==> config.mk <==
export PLATFORM = sky130hd
export DESIGN_NAME = sync_fifo
export DESIGN_NICKNAME = d
export VERILOG_FILES = /design/src/rtl/sync_fifo.sv
export SDC_FILE = /design/constraint.sdc
export NUM_CORES = 1
export LEC_CHECK = 0
export CAP_MARGIN = 25
export CORE_MARGIN = 2
export CORE_UTILIZATION = 47
export DETAILED_ROUTE_END_ITERATION = 8
export HOLD_SLACK_MARGIN = 0.05
export PLACE_DENSITY = 0.59
export SLEW_MARGIN = 40
export SYNTH_ARGS = -nofsm -noshare
export SYNTH_HDL_FRONTEND = slang
export SYNTH_SLANG_ARGS = --single-unit
==> constraint.sdc <==
create_clock -name clk -period 13.2 [get_ports clk]
set_clock_uncertainty 0.15 [all_clocks]
set_input_delay 2.64 -clock clk [delete_from_list [all_inputs] [get_ports clk]]
set_output_delay 2.64 -clock clk [all_outputs]
set_load 0.005 [all_outputs]
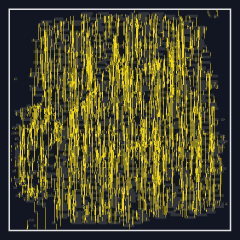
**Above:** run 1 (signal wires on met2).
(1 px per um) Cells faint in the background.
share of all routed wire = 48%
longest straight run = 84.0 um
main direction = vertical
nets with wire on the layer = 1132
met2 Track Usage GR: 33.1%
via count: 11100
final WL: 49.4 mm

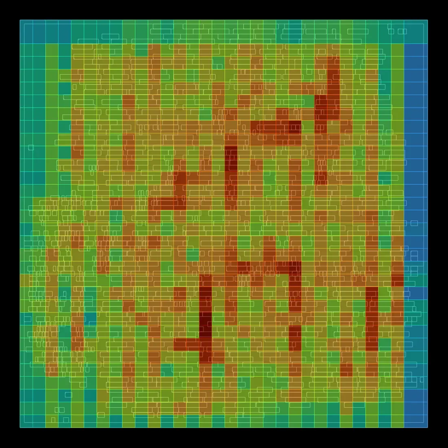
**Above:** run 1 (congestion heat map).
Util after Layout: 53.6%
met3 GRT Util: 4.68%
gr usage total: 21.1%
gr busiest metal: met2

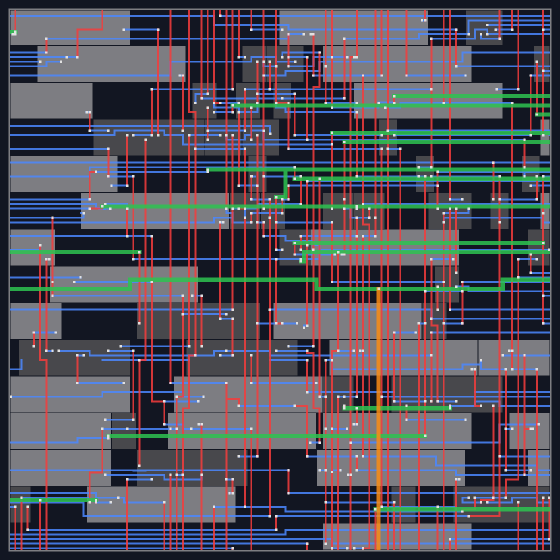
**Above:** run 1 (a small window of the routed layout).
Window x 90 to 130, y 134 to 174 um. Cells in grey, sequential cells in the stronger grey; small squares are vias.
green -> metal 3
orange -> metal 4
red -> metal 2
blue -> metal 1
sequential cells in the window = 21
cells with their middle in the window = 54
most frequent = edfxtp_1 (21), mux4_2 (6)

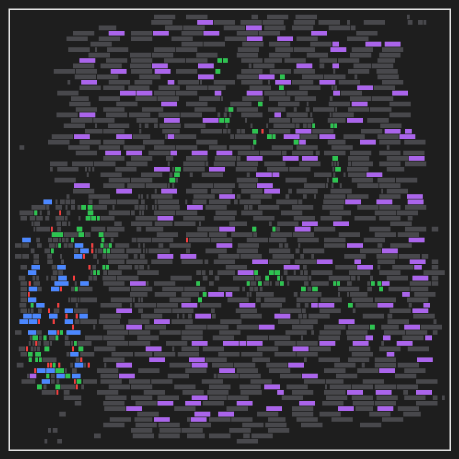
**Above:** run 1 (selected gate families).
(2 px per um)
green -> aoi and oai cells  # cells 89, most used a21oi_1
red -> inv cells  # cells 32, most used inv_1
blue -> fa/ha/maj cells  # cells 33, most used ha_1
purple -> mux cells  # cells 157, most used mux4_2, where widely spread
final non-filler cell total: 1867
Commonest Layout Cell: edfxtp_1
combinational share of cell area: 22.8%

==> ci_impl_report.md, run 1 <==
## PnR job results

| Metric | Value |
|---|---|
| Syn_area_per_cell | 18.8 um^2 |
| Top cell category | flip-flops and latches |
| I/O pins | 39 |
| H-tree lvl count | 2 |
| Setup CP Type | reg2out |
| Reg2reg setup slack | 6.44 ns |
| Filler instances | 3685 |
| Synthesized area | 21900 um^2 |
| Slowest cell delay on critical path | 0.68 ns |
| Multi-input comb cells | 533 |
| Core footprint | 46300 um^2 |
| Clk power | 1590 uW |
| Avg Vias per Cell | 5.93 |
| Worst path depth | 7 |
| Total CTS buffers | 55 |
| Crit-path cells | buf_4 > buf_4 > mux4_2 > mux4_2 > nor3b_1 > nor3_1 > clkdlybuf4s50_1 |
| Sequential share of power | 49.3% |
| Hpwl dp | 29.6 mm |
| Clock buffer count | 61 |
| Uppermost layer routed | met4 |
| P&R area growth vs syn | 13.3% |
| Main flop type after synthesis | edfxtp_1 |
| Unrepaired setup endpoints after global routing | no |
| CP Capture Type | output pin |
| Internal power | 2970 uW |
| CP Max Fanout | 34 |
| Slew Limit Fails | 0 |
| Max VDD drop | 0.116 mV |
| Total congestion overflow | 0 |
| Log Warnings | 34 |
| P_comb | 354 uW |
| Post-synthesis sequential area ratio | 72.8% |
| Ys async rst share | 0% |
| Die height | 220 um |
| Largest net degree at the start of global routing | 65 |
| Flop area | 15900 um^2 |
| Seq_cells | 539 |
| Setup TNS | 0 ns |
| Seq group | 1890 uW |
| CTS resizes | 0 |
| Initial antenna violation count | 0 |
| Cts hold-fix bufs | 0 |
| Yosys cell types | 54 |
| Slew HR | 41.3% |
| Tap Cells | 607 |
| FF+latch count, synth | 539 |
| Max-Cap Viols | 0 |
| CP Data Arrival Time | 5.00 ns |
| ClkCell Share | 7.45% |
| Tot Pwr | 3830 uW |
| Post-synthesis cell count | 1164 |
| Buffers excl. clock | 54 |
| CTS tree | done |
| Status | completed |
| Seq/total area | 64.2% |
| Chip Area | 48300 um^2 |
| Synth top area share | 70.3% |
| Combinational Power Share | 9.2% |
| Clock sink total | 539 |
| Slowest stage cell, crit path | nor3b_1 |
| Number of global-route vias before repair | 11300 |
| Hold Crit Class | reg2reg |
| Final Critical Period | 7.79 ns |
| Post-layout nets | 1261 |
| CP startpoint kind | register |
| Hold violation total from the final report | 0 |
| First-pass GRT wire length | 73.8 mm |
| First-pass DRT Iterations | 5 |
| Buf/Inv on CP | 3 |
| LEAKAGE | 0.00762 uW |
| Top Layout Cells | edfxtp_1, mux4_2, clkbuf_16, nor2_1 |
| CP required | 10.41 ns |
| Root buffer cell | clkbuf_16 |
| Non-CTS inverters | 32 |
| R2r worst-path depth | 31 |
| Met3 wire length | 2.95 mm |
| Worst-Margin Slew | 0.881 ns |
| Commonest cells in the netlist | edfxtp_1, mux4_2, nor2_1, nand2_1, nand3_1 |
| WL per Instance | 26.4 um |
| # setup viols final | 0 |
| Starting DRT DRC Count | 1066 |
| Worst path top cell family by delay | buffers and inverters |
| NetSw | 860 uW |
| Worst-Skew Late Latency | 0.60 ns |
| Leading area contributor after synthesis | edfxtp_1 |
| Port bufs | 38 |
| Cell area leaders | edfxtp_1, mux4_2, dfxtp_1, ha_1, nor2_1 |
| Met1 wire length | 22.0 mm |
| Buffer share of cell area | 1.95% |
| Floorplan core density | 47.3% |
| Max clock buf depth | 3 |
| Ratio of cells with drive above 1 in the final layout | 24.0% |
| Crit share post-route | 59.0% |
| Die width | 220 um |
| CTS clk-pin slew, worst paths | 0.06 ns |
| Largest register FFs | 512 |
| Sw Share | 22.4% |
| Post-CTS setup buffer count | 0 |
| Most common cell in the netlist | edfxtp_1 |
| # Cells Yosys | 1164 |
| Hold depth | 1 |
| Length of routed met2 wiring | 23.5 mm |
| GRT met1 Usage | 30.6% |
| Ant diodes | 0 |
| PwrDens | 155 nW/um^2 |
| DRC | 0 |
| Main power-consuming group | registers |
| Syn Nets | 1210 |
| Gpl congestion | 0.786 |
| Multi-input gate area | 5650 um^2 |
| ANT nets after route | 0 |
| Row cnt | 79 |
| Post-synth EDFFs | 512 |
| Max Freq | 128 MHz |
| Clock power frac | 41.5% |
| Synth warnings | 0 |
| Chip area in the Yosys report | 21900 um^2 |
-- run 1: stage by stage --
stage                     hold WS (ns)  setup WS, ns  cell area (um^2)  instances  util [%]
after floorplan                  0.306          6.56             21900       1164         -
final                            0.340          5.41             24800       1867      53.6
after CTS                        0.337          5.46             24700       1867      53.5
after detailed placement         0.331          5.30             22900       1765      49.5
after global placement           0.319          4.84             22800       1763      49.3
after global routing             0.353          5.13             24800       1867      53.6
-- run 1: cell families (layout without fill, tap and decap cells) --
kind of cell,count (synthesis),in the layout,share of synthesized area (%)
flip-flops,539,539,72.8
AND/OR/NAND/NOR,229,229,4.95
multiplexers,157,157,14.8
AND-OR/OR-AND,101,101,3.13
buffers and inverters,92,188,1.91
adder cells (fa/ha/maj),33,33,1.96
XOR/XNOR,13,13,0.521
==> run 1 -> run 2 <==
PLACE_DENSITY = 0.61   (was 0.59)
clock period = 7.1 ns   (was 13.2 ns; I/O delays follow)
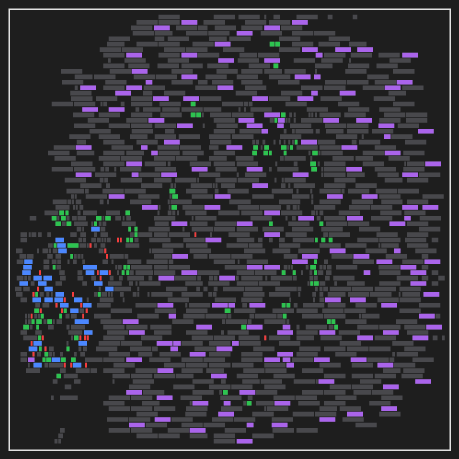
**Above:** run 2 (selected gate families).
(2 px per um)
blue -> fa/ha/maj cells  # cells 33, most used ha_1
red -> inv cells  # cells 32, most used inv_1
green -> aoi and oai cells  # cells 89, most used a21oi_1
purple -> mux cells  # cells 157, most used mux4_2, where widely spread
combinational share of cell area: 22.9%
final non-filler cell total: 1864

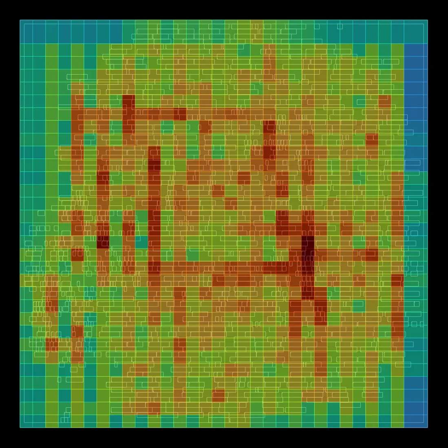
**Above:** run 2 (congestion heat map).
GRT met1 Usage: 30.0%
met3 GRT Util: 4.43%

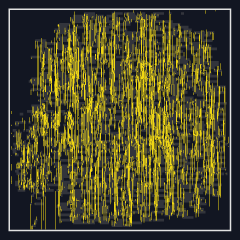
**Above:** run 2 (signal wires on met2).
(1 px per um) Cells faint in the background.
share of all routed wire = 47%
main direction = vertical
via count: 11100
final WL: 49.0 mm

==> run 2 against run 1 <==
  * Routed wire length fell by 0.72%
  * Utilization fell by 0.23 points
  * Via count rose by 0.39%
  * Critical endpoint is now o_max_count[5]$_SDFFE_PP0N_
  * Largest cell class unchanged
  * Register-to-register slack got worse by 5.6 ns
  * Highest routed layer unchanged
==> ci_impl_report.md, run 2 <==
## PnR job results

| Metric | Value |
|---|---|
| Top cell category | flip-flops and latches |
| Ant diodes | 0 (unchanged) |
| CP Capture Type | register |
| CTS tree | done |
| First-pass GRT wire length | 72.7 mm (-1.4%) |
| Worst-Skew Late Latency | 0.60 ns (about the same) |
| Met2 Track Usage GR | 32.0% (-1.1 points) |
| P_comb | 686 uW (+94%) |
| Flop area | 15900 um^2 (about the same) |
| Post-synth EDFFs | 512 (unchanged) |
| ClkCell Share | 6.79% (-0.66 points) |
| I/O pins | 39 (unchanged) |
| Post-synthesis sequential area ratio | 72.8% (unchanged) |
| Post-synthesis cell count | 1164 (unchanged) |
| Hold Crit Class | reg2reg |
| Syn_area_per_cell | 18.8 um^2 (unchanged) |
| Top Layout Cells | edfxtp_1, mux4_2, clkbuf_16, nor2_1, nand2_1 |
| Die width | 220 um (unchanged) |
| Internal power | 5360 uW (+80%) |
| Starting DRT DRC Count | 1106 (+3.8%) |
| Pre-CTS setup slack | 0.764 ns (-4.54 ns) |
| ANT nets after route | 0 (unchanged) |
| Hpwl dp | 29.7 mm (+0.44%) |
| CP required | 7.41 ns (-3.00 ns) |
| DP Area | 22900 um^2 (+0.17%) |
| Filler instances | 3633 (-1.4%) |
| CP startpoint kind | register |
| Crit share post-route | 88.7% |
| Status | completed |
| LEAKAGE | 0.00757 uW (-0.62%) |
| Buffers excl. clock | 57 (+5.6%) |
| Max clock buf depth | 3 (unchanged) |
| CP Data Arrival Time | 6.60 ns (+1.60 ns) |
| Post-layout nets | 1263 (+0.16%) |
| Root buffer cell | clkbuf_16 |
| Clock sink total | 539 (unchanged) |
| Seq_cells | 539 (unchanged) |
| Slowest stage cell, crit path | fa_1 |
| Sequential share of power | 50.8% (+1.5 points) |
| Synth top area share | 70.3% (unchanged) |
| Worst path depth | 32 (+25) |
| Log Warnings | 34 (unchanged) |
| Clk power | 2710 uW (+70%) |
| FF+latch count, synth | 539 (unchanged) |
| Hold Worst Slack | 0.337 ns (-0.00360 ns) |
| Synthesized area | 21900 um^2 (unchanged) |
| Tot Pwr | 6910 uW (+80%) |
| H-tree lvl count | 2 (unchanged) |
| # setup viols final | 0 (unchanged) |
| Cell area leaders | edfxtp_1, mux4_2, dfxtp_1, ha_1, nor2_1 |
| Combinational Power Share | 9.9% (+0.7 points) |
| Met1 wire length | 21.0 mm (-4.5%) |
| DRC | 0 (unchanged) |
| Seq group | 3510 uW (+86%) |
| Clock buffer count | 77 (+26%) |
| Main power-consuming group | registers |
| Worst-Margin Slew | 0.901 ns (+0.0202 ns) |
| Slew Limit Fails | 0 (unchanged) |
| Synth warnings | 0 (unchanged) |
| Commonest Layout Cell | edfxtp_1 |
| Syn Nets | 1210 (unchanged) |
| Port bufs | 38 (unchanged) |
| NetSw | 1550 uW (+80%) |
| Uppermost layer routed | met4 |
| R2r worst-path depth | 32 (+3.2%) |
| Util after Layout | 53.4% (-0.23 points) |
| Chip area in the Yosys report | 21900 um^2 (unchanged) |
| WL per Instance | 26.3 um (-0.56%) |
| Met3 wire length | 3.74 mm (+27%) |
| CTS clk-pin slew, worst paths | 0.06 ns (about the same) |
| Yosys cell types | 54 (unchanged) |
| Multi-input gate area | 5640 um^2 (-0.20%) |
| # Cells Yosys | 1164 (unchanged) |
| Sw Share | 22.4% (-0.061 points) |
| Clock power frac | 39.3% (-2.2 points) |
| Total CTS buffers | 54 (-1.8%) |
| Gr usage total | 20.8% (-0.31 points) |
| Setup CP Type | reg2reg |
| Gpl congestion | 0.817 (+4.0%) |
| Final WS setup | 0.802 ns (-4.61 ns) |
| Max Freq | 159 MHz |
| Initial antenna violation count | 0 (unchanged) |
| Seq/total area | 64.5% (+0.27 points) |
| Leading area contributor after synthesis | edfxtp_1 |
| Max VDD drop | 0.238 mV (+110%) |
## run 2: netlist changes by cell type in the layout (fill, tap and decap cells not counted), moves of 2 or more
cell and change:
buf_12 +4, buf_2 -3, buf_4 +3, bufinv_16 -6, clkbuf_1 +11, clkbuf_16 -2
clkbuf_8 +7, clkinv_1 -6, clkinv_2 -7, clkinvlp_4 -5, nor2_1 +2, nor2_2 -2
## run 2: kinds of logic (layout without fill, tap and decap cells)
family | after synthesis | count (layout) | synth area share, %
simple gates | 229 | 229 | 4.95
buf+inv | 92 | 185 | 1.91
compound gates | 101 | 101 | 3.13
xor+xnor | 13 | 13 | 0.521
flops | 539 | 539 | 72.8
mux | 157 | 157 | 14.8
fa+ha+maj | 33 | 33 | 1.96
No activity file was given, so power comes from the tool's default toggle rates.
